Fig. 1: clock wiring as the flow saved it
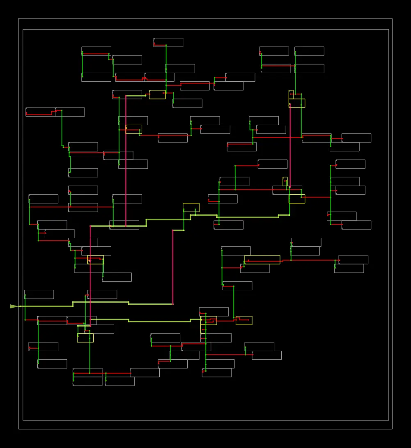
Fig. 2: metal 3
Scale: 4 px per µm.
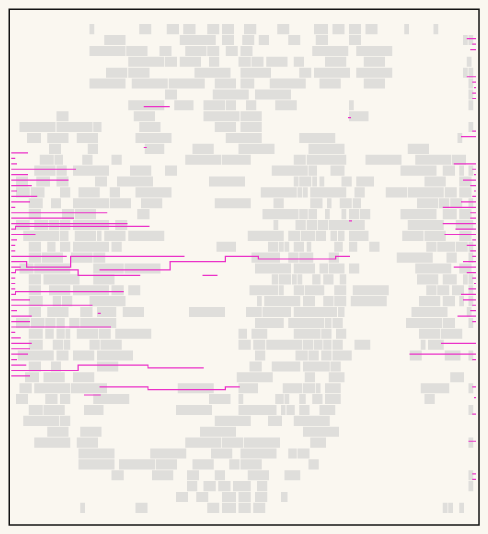
--- src/rtl/sysid_pkg.sv ---
// Shared definitions for the sysid build-match checker: FSM state codes,
// word offsets inside the sysid slave and the word-address helper.
package sysid_pkg;

    localparam logic [2:0] S_IDLE   = 3'd0;
    localparam logic [2:0] S_RD_ID  = 3'd1;
    localparam logic [2:0] S_RD_GAP = 3'd2;
    localparam logic [2:0] S_RD_TS  = 3'd3;
    localparam logic [2:0] S_FIN    = 3'd4;

    localparam int unsigned SYSID_WORD_ID  = 0;
    localparam int unsigned SYSID_WORD_TS  = 1;
    localparam int unsigned BYTES_PER_WORD = 4;

    // Byte address of a word; wraps modulo 2^32 like the interconnect does.
    function automatic logic [31:0] word_addr(input logic [31:0] base, input int unsigned word);
        return base + 32'(word * BYTES_PER_WORD);
    endfunction

endpackage

--- src/rtl/avm_single_read.sv ---
// One held Avalon-MM read: address/read stay stable while the slave stalls,
// and the read is abandoned once the stall budget is used up.
module avm_single_read #(
    parameter int unsigned TIMEOUT_CYC = 256
) (
    input  logic        clock,
    input  logic        reset_n,
    input  logic        active,
    input  logic [31:0] target_addr,
    output logic [31:0] avm_address,
    output logic        avm_read,
    input  logic        avm_waitrequest,
    input  logic [31:0] avm_readdata,
    output logic        accept,
    output logic        expired,
    output logic [31:0] rdata
);

    localparam int CW = $clog2(TIMEOUT_CYC + 1);
    localparam logic [CW-1:0] TERM = CW'(TIMEOUT_CYC - 1);

    logic [CW-1:0] stall_cnt;

    assign avm_read    = active;
    assign avm_address = active ? target_addr : '0;
    assign rdata       = avm_readdata;
    assign accept      = active && !avm_waitrequest;
    // Acceptance beats the terminal count: expiry needs the slave still stalling.
    assign expired     = active && avm_waitrequest && (stall_cnt == TERM);

    // Idle cycles between reads clear the counter, so each read starts fresh.
    always_ff @(posedge clock or negedge reset_n) begin
        if (!reset_n) begin
            stall_cnt <= '0;
        end else if (!active) begin
            stall_cnt <= '0;
        end else if (avm_waitrequest && (stall_cnt != TERM)) begin
            stall_cnt <= stall_cnt + 1'b1;
        end
    end

endmodule

--- src/rtl/sysid_check_master.sv ---
// Reads the sysid slave's ID and timestamp words and compares them with the
// values baked in at build time; the sticky result gates datapath bring-up.
module sysid_check_master
    import sysid_pkg::*;
#(
    parameter logic [31:0] BASE_ADDR   = 32'h0000_0000,
    parameter logic [31:0] EXPECTED_ID = 32'h0000_0000,
    parameter logic [31:0] EXPECTED_TS = 32'd1675032080,
    parameter int unsigned TIMEOUT_CYC = 256,
    parameter bit          AUTO_START  = 1'b1
) (
    input  logic        clock,
    input  logic        reset_n,
    input  logic        start,
    output logic [31:0] avm_address,
    output logic        avm_read,
    output logic [3:0]  avm_byteenable,
    input  logic        avm_waitrequest,
    input  logic [31:0] avm_readdata,
    output logic        busy,
    output logic        done,
    output logic        pass,
    output logic        id_ok,
    output logic        ts_ok,
    output logic        timeout,
    output logic [31:0] id_value,
    output logic [31:0] ts_value
);

    logic [2:0]  state;
    logic [2:0]  state_nxt;
    logic        auto_pend;
    logic        launch;
    logic        rd_active;
    logic        rd_accept;
    logic        rd_expired;
    logic [31:0] rd_target;
    logic [31:0] rd_data;

    assign launch    = (state == S_IDLE) && (start || auto_pend);
    assign rd_active = (state == S_RD_ID) || (state == S_RD_TS);
    assign rd_target = (state == S_RD_TS) ? word_addr(BASE_ADDR, SYSID_WORD_TS)
                                          : word_addr(BASE_ADDR, SYSID_WORD_ID);

    avm_single_read #(
        .TIMEOUT_CYC (TIMEOUT_CYC)
    ) u_rd (
        .clock           (clock),
        .reset_n         (reset_n),
        .active          (rd_active),
        .target_addr     (rd_target),
        .avm_address     (avm_address),
        .avm_read        (avm_read),
        .avm_waitrequest (avm_waitrequest),
        .avm_readdata    (avm_readdata),
        .accept          (rd_accept),
        .expired         (rd_expired),
        .rdata           (rd_data)
    );

    assign avm_byteenable = 4'hF;
    // Decoded from state so an asynchronous reset drops read/busy immediately.
    assign busy = rd_active || (state == S_RD_GAP);
    assign done = (state == S_FIN);

    always_comb begin
        state_nxt = state;
        case (state)
            S_IDLE:   if (launch) state_nxt = S_RD_ID;
            S_RD_ID: begin
                if (rd_accept)       state_nxt = S_RD_GAP;
                else if (rd_expired) state_nxt = S_FIN;
            end
            S_RD_GAP: state_nxt = S_RD_TS;
            S_RD_TS:  if (rd_accept || rd_expired) state_nxt = S_FIN;
            S_FIN:    state_nxt = S_IDLE;
            default:  state_nxt = S_IDLE;
        endcase
    end

    always_ff @(posedge clock or negedge reset_n) begin
        if (!reset_n) begin
            state <= S_IDLE;
        end else begin
            state <= state_nxt;
        end
    end

    // Result flags are sticky across checks and cleared only when a new one launches.
    always_ff @(posedge clock or negedge reset_n) begin
        if (!reset_n) begin
            auto_pend <= AUTO_START;
            id_ok     <= 1'b0;
            ts_ok     <= 1'b0;
            pass      <= 1'b0;
            timeout   <= 1'b0;
            id_value  <= '0;
            ts_value  <= '0;
        end else begin
            if (launch) begin
                auto_pend <= 1'b0;
                id_ok     <= 1'b0;
                ts_ok     <= 1'b0;
                pass      <= 1'b0;
                timeout   <= 1'b0;
            end
            if ((state == S_RD_ID) && rd_accept) begin
                id_value <= rd_data;
                id_ok    <= (rd_data == EXPECTED_ID);
            end
            // pass is settled here so it is already valid during the done cycle.
            if ((state == S_RD_TS) && rd_accept) begin
                ts_value <= rd_data;
                ts_ok    <= (rd_data == EXPECTED_TS);
                pass     <= id_ok && (rd_data == EXPECTED_TS);
            end
            if (rd_expired) begin
                timeout <= 1'b1;
                pass    <= 1'b0;
            end
        end
    end

endmodule

--- config.mk ---
export PLATFORM = sky130hd
export DESIGN_NAME = sysid_check_master
export DESIGN_NICKNAME = d
export VERILOG_FILES = /design/src/rtl/sysid_pkg.sv /design/src/rtl/avm_single_read.sv /design/src/rtl/sysid_check_master.sv
export SDC_FILE = /design/constraint.sdc
export NUM_CORES = 1
export LEC_CHECK = 0
export CORE_ASPECT_RATIO = 1.1
export CORE_UTILIZATION = 25
export CTS_BUF_LIST = sky130_fd_sc_hd__clkbuf_8
export DETAILED_ROUTE_END_ITERATION = 8
export PLACE_DENSITY = 0.63
export SLEW_MARGIN = 20
export SYNTH_ARGS = -nofsm -noshare
export SYNTH_HDL_FRONTEND = slang
export SYNTH_SLANG_ARGS = --single-unit
--- constraint.sdc ---
create_clock -name clock -period 1.77 [get_ports clock]
set_clock_uncertainty 0.2 [all_clocks]
set_input_delay 0.354 -clock clock [delete_from_list [all_inputs] [get_ports clock]]
set_output_delay 0.354 -clock clock [all_outputs]
set_load 0.01 [all_outputs]
==> notes.md <==
Implementation results.

The TritonCTS clock tree is yes. Entering global routing, the biggest net connects 82 pins. Across the whole layout, storage elements make up 34.2% of the cell area. The checks that failed: setup timing.

The critical path endpoint is id_value[28]$_DFFE_PN0P_. The floorplan report lists the tap cell count as 188. The area share of the largest cell type after synthesis is 55.0%. The number of DRC violations after detailed-routing iteration 0 is 48. The reg-to-reg endpoint is id_value[28]$_DFFE_PN0P_. The kind of path behind the tightest hold check is in2reg. The number of multi-input combinational cells in the layout is 181.

Counting flops with a built-in enable in the synthesized netlist gives 0. The worst-case IR drop observed on VDD is 0.659 mV. According to the floorplan report, the die height is 129 µm.

The OpenROAD report gives the critical path a data arrival time of 1.89 ns. STA lists the maximum fanout along the critical path as 5. Per the layout report, the design carries 3 non-clock inverters. The count of nets left with antenna violations once routing finished came out at 0. TritonRoute reported its final design rule violation total as 0. The number of cell rows is 45.

The nature of the critical path endpoint is a register. Setup violations remaining at the end of the flow were counted as 70. The total global-route track usage is 13.7%. 0 antenna diodes ended up in the layout. The post-synthesis cell count is 276. The flow ran to the end, but the final reports show violations.

The area-dominant cell class after layout is sequential cells. The worst path setup slack after routing is -0.0752 ns. The first detailed-routing pass ran for 4 iterations. After clock tree synthesis, the flow added hold-fix buffers numbering 1. Setup repair after global routing could not meet its margin everywhere. OpenROAD emitted warnings numbering 29. Cells with a size suffix above 1 make up 39.5% of the layout. After routing the design area is 5930 µm². The clock passes through at most 2 buffers. Compared with the post-synthesis result, the final layout area differs by 63.0%. The number of cells upsized or downsized after cts is 140.

Per the run summary, max-cap violations total 0. The horizontal die dimension is 117 µm. The top achievable clock speed is 542 MHz.

The post-synthesis sequential area ratio is 55.7%. The startpoint identified for the worst hold timing path is avm_readdata[0]. The clock-pin slew reported for the worst setup and hold paths after clock tree synthesis is 0.07 ns.
About Fig. 1:
total CTS buffers: 9
clk_buf instances: 9
later-pin clock latency in the skew report: 0.36 ns

About Fig. 2:
share of all routed wire: 6.4%
nets with wire on the layer: 92
GR Layer Usage met3: 5.28%
total length of routed wires: 10.5 mm

==> cells by family after synthesis <==
family          Yosys count  synth area share (%)
buf+inv                  47                  9.83
flops                    81                  55.7
simple gates             60                  9.76
other cells               2                 0.206
compound gates           14                  2.54
xor+xnor                  6                  1.44
mux                      64                  19.8
fa+ha+maj                 2                 0.687
==> critical path: stages (launching register included) <==
cell	delay, ns
sky130_fd_sc_hd__dfrtp_1	0.38
sky130_fd_sc_hd__buf_6	0.11
sky130_fd_sc_hd__and2b_1	0.16
sky130_fd_sc_hd__nor3b_4	0.25
sky130_fd_sc_hd__buf_6	0.18
sky130_fd_sc_hd__clkbuf_16	0.17
sky130_fd_sc_hd__mux2_4	0.30
==> layer usage <==
layer	track usage, %	wire length (µm)	share of wire [%]
met1	16.9	4460	43
met2	21.9	5220	50
met3	5.28	665	6.3
met4	4.91	121	1.2
met5	0	0	0
==> metrics by stage <==
step	instances	utilization, %	setup TNS, ns	total power, mW	hold WS, ns
after floorplan	309	-	-0.000354	4.92	-0.142
after global placement	622	37.5	-32.63	7.10	0.223
after detailed placement	622	37.5	-31.37	7.17	0.229
after CTS	645	40.1	-4.02	8.39	0.243
after global routing	651	42.3	-6.67	9.57	0.211
final	651	42.3	-2.64	8.98	0.219
==> where the power goes <==
group | switching [mW] | internal [mW]
Clock | 0.620 | 0.614
Combinational | 1.84 | 2.77
Sequential | 0.465 | 2.67
==> state kept, by name (all words and copies together), names as in the netlist <==
signal and cells:
id_value 32, ts_value 32, u_rd.stall_cnt 9, state 3, auto_pend 1, id_ok 1
pass 1, timeout 1, ts_ok 1
Power figures rest on the tool's default switching activity, not on a simulated workload.
